==> images/m1.png <==
The bar under the picture is 20 microns long. Cells faint in the background.
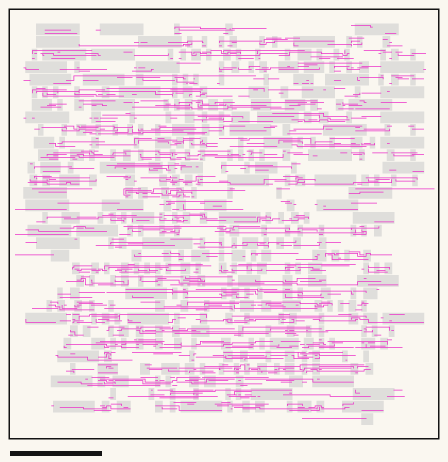
==> images/m2.png <==
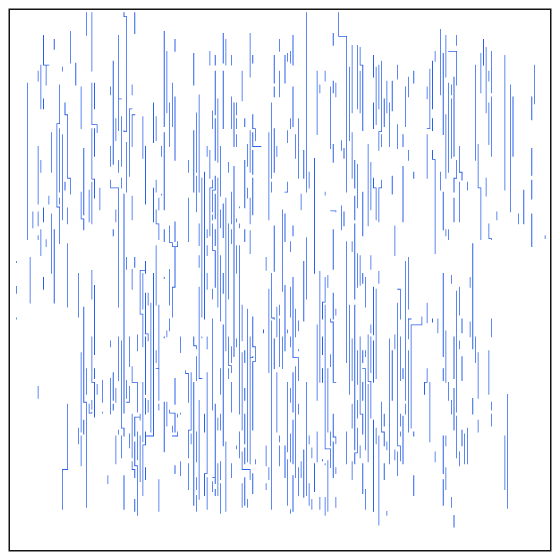
==> images/m3.png <==
The bar under the picture is 20 microns long.
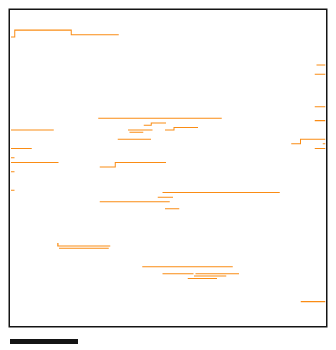
`config.mk`:
```
export PLATFORM = sky130hd
export DESIGN_NAME = keypad_scanner
export DESIGN_NICKNAME = d
export VERILOG_FILES = /design/src/rtl/keypad_pkg.sv /design/src/rtl/key_sync.sv /design/src/rtl/keypad_scanner.sv
export SDC_FILE = /design/constraint.sdc
export NUM_CORES = 1
export LEC_CHECK = 0
export ABC_AREA = 1
export CELL_PAD_IN_SITES_DETAIL_PLACEMENT = 1
export CELL_PAD_IN_SITES_GLOBAL_PLACEMENT = 2
export CORE_MARGIN = 2
export CORE_UTILIZATION = 41
export DETAILED_ROUTE_END_ITERATION = 8
export DONT_BUFFER_PORTS = 1
export GPL_TIMING_DRIVEN = 0
export PLACE_DENSITY_LB_ADDON = 0.3
export SYNTH_ARGS = -nofsm -noshare
export SYNTH_HDL_FRONTEND = slang
export SYNTH_SLANG_ARGS = --single-unit
export TNS_END_PERCENT = 30
```
`constraint.sdc`:
```
create_clock -name clock -period 4.83 [get_ports clock]
set_input_delay 0.966 -clock clock [delete_from_list [all_inputs] [get_ports clock]]
set_output_delay 0.966 -clock clock [all_outputs]
set_load 0.02 [all_outputs]
```
`src/rtl/keypad_pkg.sv`:
```
// Shared definitions for the keypad front end: button codes, scanner states
// and the reserved-code test used when a debounced press is accepted.
package keypad_pkg;

    localparam logic [4:0] KEY_NONE     = 5'b11111;
    localparam logic [4:0] KEY_0        = 5'd0;
    localparam logic [4:0] KEY_1        = 5'd1;
    localparam logic [4:0] KEY_2        = 5'd2;
    localparam logic [4:0] KEY_3        = 5'd3;
    localparam logic [4:0] KEY_4        = 5'd4;
    localparam logic [4:0] KEY_5        = 5'd5;
    localparam logic [4:0] KEY_6        = 5'd6;
    localparam logic [4:0] KEY_7        = 5'd7;
    localparam logic [4:0] KEY_8        = 5'd8;
    localparam logic [4:0] KEY_9        = 5'd9;
    localparam logic [4:0] KEY_ADD      = 5'd10;
    localparam logic [4:0] KEY_SUB      = 5'd11;
    localparam logic [4:0] KEY_MUL      = 5'd12;
    localparam logic [4:0] KEY_DIV      = 5'd13;
    localparam logic [4:0] KEY_NEG      = 5'd14;
    localparam logic [4:0] KEY_EQ       = 5'd15;
    localparam logic [4:0] KEY_CLR      = 5'd16;
    localparam logic [4:0] KEY_RSVD_MIN = 5'd17;

    typedef enum logic [1:0] {
        SCAN,
        DEBOUNCE,
        PRESSED,
        RELEASE
    } state_e;

    function automatic logic is_reserved(input logic [4:0] code);
        return code >= KEY_RSVD_MIN;
    endfunction

endpackage

```
`src/rtl/key_sync.sv`:
```
// Two-flop synchroniser for the asynchronous, active-low row lines.
// Resets to all ones so an idle (pulled-up) keypad is seen during reset.
module key_sync #(
    parameter int WIDTH = 4
) (
    input  logic             clock,
    input  logic             resetn,
    input  logic [WIDTH-1:0] d_n,
    output logic [WIDTH-1:0] q_n
);

    logic [WIDTH-1:0] meta_q;
    logic [WIDTH-1:0] sync_q;

    always_ff @(posedge clock or negedge resetn) begin
        if (!resetn) begin
            meta_q <= '1;
            sync_q <= '1;
        end else begin
            meta_q <= d_n;
            sync_q <= meta_q;
        end
    end

    assign q_n = sync_q;

endmodule

```
`src/rtl/keypad_scanner.sv`:
```
// 4x5 matrix keypad scanner: walks the columns, debounces a single-row hit,
// emits one valid_press pulse per accepted press and tracks the release.
module keypad_scanner
    import keypad_pkg::*;
#(
    parameter int ROWS            = 4,
    parameter int COLS            = 5,
    parameter int SCAN_TICKS      = 1000,
    parameter int DEBOUNCE_CYCLES = 500000
) (
    input  logic            clock,
    input  logic            resetn,
    input  logic            enable,
    input  logic [ROWS-1:0] row_n,
    output logic [COLS-1:0] col_n,
    output logic [4:0]      button,
    output logic            valid_press,
    output logic            key_down,
    output state_e          dbg_state
);

    localparam int CNT_MAX = (SCAN_TICKS > DEBOUNCE_CYCLES) ? SCAN_TICKS : DEBOUNCE_CYCLES;
    localparam int CW      = (CNT_MAX > 1) ? $clog2(CNT_MAX) : 1;
    localparam int COL_W   = (COLS > 1) ? $clog2(COLS) : 1;
    localparam int ROW_W   = (ROWS > 1) ? $clog2(ROWS) : 1;

    localparam logic [CW-1:0]    SCAN_LAST = CW'(SCAN_TICKS - 1);
    localparam logic [CW-1:0]    DEB_LAST  = CW'(DEBOUNCE_CYCLES - 1);
    localparam logic [COL_W-1:0] COL_LAST  = COL_W'(COLS - 1);

    state_e           state_q, state_d;
    logic [COL_W-1:0] col_q, col_d;
    logic [CW-1:0]    cnt_q, cnt_d;
    logic [4:0]       cand_q, cand_d;
    logic [ROW_W-1:0] cand_row_q, cand_row_d;
    logic [4:0]       button_q, button_d;
    logic             key_down_q, key_down_d;
    logic             valid_press_q, valid_press_d;
    logic [COLS-1:0]  col_n_q, col_n_d;

    logic [ROWS-1:0]  rs;
    logic [ROWS-1:0]  low_rows;
    logic             hit;
    logic [ROW_W-1:0] hit_row;
    logic [4:0]       hit_code;
    logic [CW-1:0]    cnt_inc;
    logic [COL_W-1:0] col_next;

    key_sync #(.WIDTH(ROWS)) u_sync (
        .clock  (clock),
        .resetn (resetn),
        .d_n    (row_n),
        .q_n    (rs)
    );

    // A hit is exactly one low row; none or several (ghosting) means no key.
    always_comb begin
        low_rows = ~rs;
        hit      = (low_rows != '0) && ((low_rows & (low_rows - ROWS'(1))) == '0);
        hit_row  = '0;
        for (int r = 0; r < ROWS; r++) begin
            if (low_rows[r]) hit_row = ROW_W'(r);
        end
        hit_code = 5'(int'(hit_row) * COLS + int'(col_q));
        cnt_inc  = (cnt_q == '1) ? cnt_q : cnt_q + CW'(1);
        col_next = (col_q == COL_LAST) ? '0 : col_q + COL_W'(1);
    end

    always_comb begin
        state_d       = state_q;
        col_d         = col_q;
        cnt_d         = cnt_q;
        cand_d        = cand_q;
        cand_row_d    = cand_row_q;
        button_d      = button_q;
        key_down_d    = key_down_q;
        valid_press_d = 1'b0;
        col_n_d       = enable ? ~(COLS'(1) << col_q) : '1;

        if (!enable) begin
            state_d    = SCAN;
            col_d      = '0;
            cnt_d      = '0;
            button_d   = KEY_NONE;
            key_down_d = 1'b0;
        end else begin
            case (state_q)
                SCAN: begin
                    if (cnt_q == SCAN_LAST) begin
                        cnt_d = '0;
                        if (hit) begin
                            cand_d     = hit_code;
                            cand_row_d = hit_row;
                            state_d    = DEBOUNCE;
                        end else begin
                            col_d = col_next;
                        end
                    end else begin
                        cnt_d = cnt_inc;
                    end
                end
                DEBOUNCE: begin
                    if (!(hit && hit_row == cand_row_q)) begin
                        state_d = SCAN;
                        col_d   = col_next;
                        cnt_d   = '0;
                    end else if (cnt_q == DEB_LAST) begin
                        state_d = PRESSED;
                        cnt_d   = '0;
                        // Reserved codes are swallowed but still need a release.
                        if (!is_reserved(cand_q)) begin
                            button_d      = cand_q;
                            key_down_d    = 1'b1;
                            valid_press_d = 1'b1;
                        end
                    end else begin
                        cnt_d = cnt_inc;
                    end
                end
                PRESSED: begin
                    if (rs == '1) begin
                        cnt_d   = '0;
                        state_d = RELEASE;
                    end
                end
                RELEASE: begin
                    if (rs != '1) begin
                        cnt_d = '0;
                    end else if (cnt_q == DEB_LAST) begin
                        state_d    = SCAN;
                        col_d      = '0;
                        cnt_d      = '0;
                        button_d   = KEY_NONE;
                        key_down_d = 1'b0;
                    end else begin
                        cnt_d = cnt_inc;
                    end
                end
                default: state_d = SCAN;
            endcase
        end
    end

    always_ff @(posedge clock or negedge resetn) begin
        if (!resetn) begin
            state_q       <= SCAN;
            col_q         <= '0;
            cnt_q         <= '0;
            cand_q        <= KEY_NONE;
            cand_row_q    <= '0;
            button_q      <= KEY_NONE;
            key_down_q    <= 1'b0;
            valid_press_q <= 1'b0;
            col_n_q       <= '1;
        end else begin
            state_q       <= state_d;
            col_q         <= col_d;
            cnt_q         <= cnt_d;
            cand_q        <= cand_d;
            cand_row_q    <= cand_row_d;
            button_q      <= button_d;
            key_down_q    <= key_down_d;
            valid_press_q <= valid_press_d;
            col_n_q       <= col_n_d;
        end
    end

    assign col_n       = col_n_q;
    assign button      = button_q;
    assign valid_press = valid_press_q;
    assign key_down    = key_down_q;
    assign dbg_state   = state_q;

endmodule

```
==> results.toml <==
# implementation run metrics
[sta]
fmax_mhz = 481
worstMarginPinSlew_ns = 0.523
grt_setup_unrepaired = "no"
period_needed_ns = 2.08
finalMaxSlewViolations = 0
setup_viol = 0
finalClockSkew_ns = 0.00591
post-route-period-util = 0.430
hold_ws_ns = 0.335
setup_ws_ns = 2.75
final-hold-violation-count = 0

[grt]
groute.layer.met1.usage = 0.324
antenna_found_initial = 0
grt_pass1_vias = 2845
overflow = 0
grt_max_degree = 52
top_usage_layer = "met2"
grt_use_total = 0.216

[layout]
comb_area_sq_um = 1650
lay_top_count = "nand2_1"
largest_register_ffs = 19
largest-register = "cnt_q"
final_nets = 446
area_delta_synth_final_pct = 7.74
seq_area_sq_um = 1310
num_antenna_cells = 0
drive_gt1_frac = 0.164
n_fill_cell = 981
fin_area_sq_um = 3470
postLayoutCoreUtil = 0.453
most-common-layout-cells = "nand2_1, nand3_1, inv_1"

[placed_design]
place_hpwl_mm = 6.47
pre_cts_slack_ns = 2.51
place_inst = 521
portBuffers = 0
place_congestion = 0.891

[logic_synthesis]
yosys.area_share.xor_xnor = 0.0272
syn_area_per_cell_sq_um = 7.68
mux_area_frac = 0.00311
yosys_area_sq_um = 3220
topCellsByArea = "dfrtp_1, dfstp_2, nand2_1, nand3_1, inv_1"
syn-cell-area_sq_um = 3220
ys_seq_frac = 0.406
ys.flops = 51
yosys_cells = 419
largest_area_cell = "dfrtp_1"
synth_top_area_share = 0.218
ys_async_sr_fraction = 1.00
yosys.area_share.adder = 0.0529
syn_nets = 439
yosys_warnings = 0
logic_family = "simple AND/OR/NAND/NOR gates"
synth_cell_type_count = 36
flop_cell = "dfrtp_1"
ys_sh_aoi = 0.0774
simple_gate_share = 0.353

[critical_path]
slowest_delay_ns = 0.54
crit_path_top_delay_cell = "dfrtp_1"
ff2ff_setup_slack_ns = 2.75
critPathArrivalTime_ns = 2.25
endpoint = "cnt_q[18]"
r2r-start = "dbg_state[0]"
endpoint_kind = "register"
path_max_fanout = 7
worst-path-stages = 6
required_ns = 5.01
worst-setup-path-type = "reg2reg"
path_cells = "nor2_1 > nand4_1 > nand3_1 > inv_1 > nand2_1 > o22ai_1"
startpoint = "dbg_state[0]"
rr_endpoint = "cnt_q[18]"
cp_top_family = "simple AND/OR/NAND/NOR gates"
path_buffers = 1

[clock_tree]
clockBufferDepth = 2
cts_buffers = 5
cts.sinks = 51
h-tree-depth = 2
cts-resized-gates = 0
clkLatencyLatePin_ns = 0.31
cts_setup_buffers = 0
cts_tree = "done"
clk_pin_slew_worst_paths_ns = 0.10
holdBufCountCts = 0

[status]
status = "finished, final reports clean"

[power]
total_power_mw = 1.34
power.group.top = "registers"
power_leakage_nw = 1.65
irDropWorstVdd_mv = 0.215
pg_seq_mw = 0.579
p_clk_mw = 0.325
power_density_nw_per_um2 = 387
clkPwrFrac = 0.242
p_int_mw = 0.803
power_switching_mw = 0.540
sw_frac_of_total = 0.402

[job]
cap_viol_max_count = 0
warnings = 29

[routing]
top_layer = "met4"
drc = 0
drt_iter0_drc = 125
ant_nets = 0
wl_per_cell_microns = 16.3
dr_wl_met2_mm = 3.89
dr_wl_met3_microns = 350
vias_per_cell = 5.28

[min_path]
hp-class = "in2async"

[floorplanning]
die_w_microns = 92.6
rows = 32
fp_util = 0.421
die_h_microns = 92.6
die-area_sq_um = 8570
ios = 21
-- m1.png (at the start) --
wire length on this layer: 4,310 microns
longest straight run: 39.3 microns

-- m2.png (at the start) --
longest straight run: 37.6 microns
nets with wire on the layer: 358
WL final: 8.61 mm
met2 global-route usage: 0.338

-- m3.png (at the start) --
nets with wire on the layer: 27
longest straight run: 35.9 microns
main direction: horizontal
share of all routed wire: 4.1%
Vias: 2,792
M3 GR Usage: 0.0325

cell usage after synthesis (2+ instances only):
master   instances
a21oi_1         18
a31oi_1          2
buf_6            4
dfrtp_1         28
dfstp_2         23
ha_1            12
inv_1           50
inv_2            3
nand2_1         98
nand2_2         10
nand3_1         51
nand3_2          2
nand3_4          2
nand4_1         13
nor2_1          43
nor2_2           8
nor2_4           4
nor3_1           9
o21ai_0         10
o21ai_1          3
o22ai_1          3
xnor2_1          2
xor2_1           8
cell type report:
type,count,share of cell area
clock buffers,6,0.0238
plain buffers,7,0.0177
inverters,53,0.0574
clock inverters,2,0.0112
multi-input cells,308,0.477
flip-flops and latches,51,0.376
well taps,102,0.0368
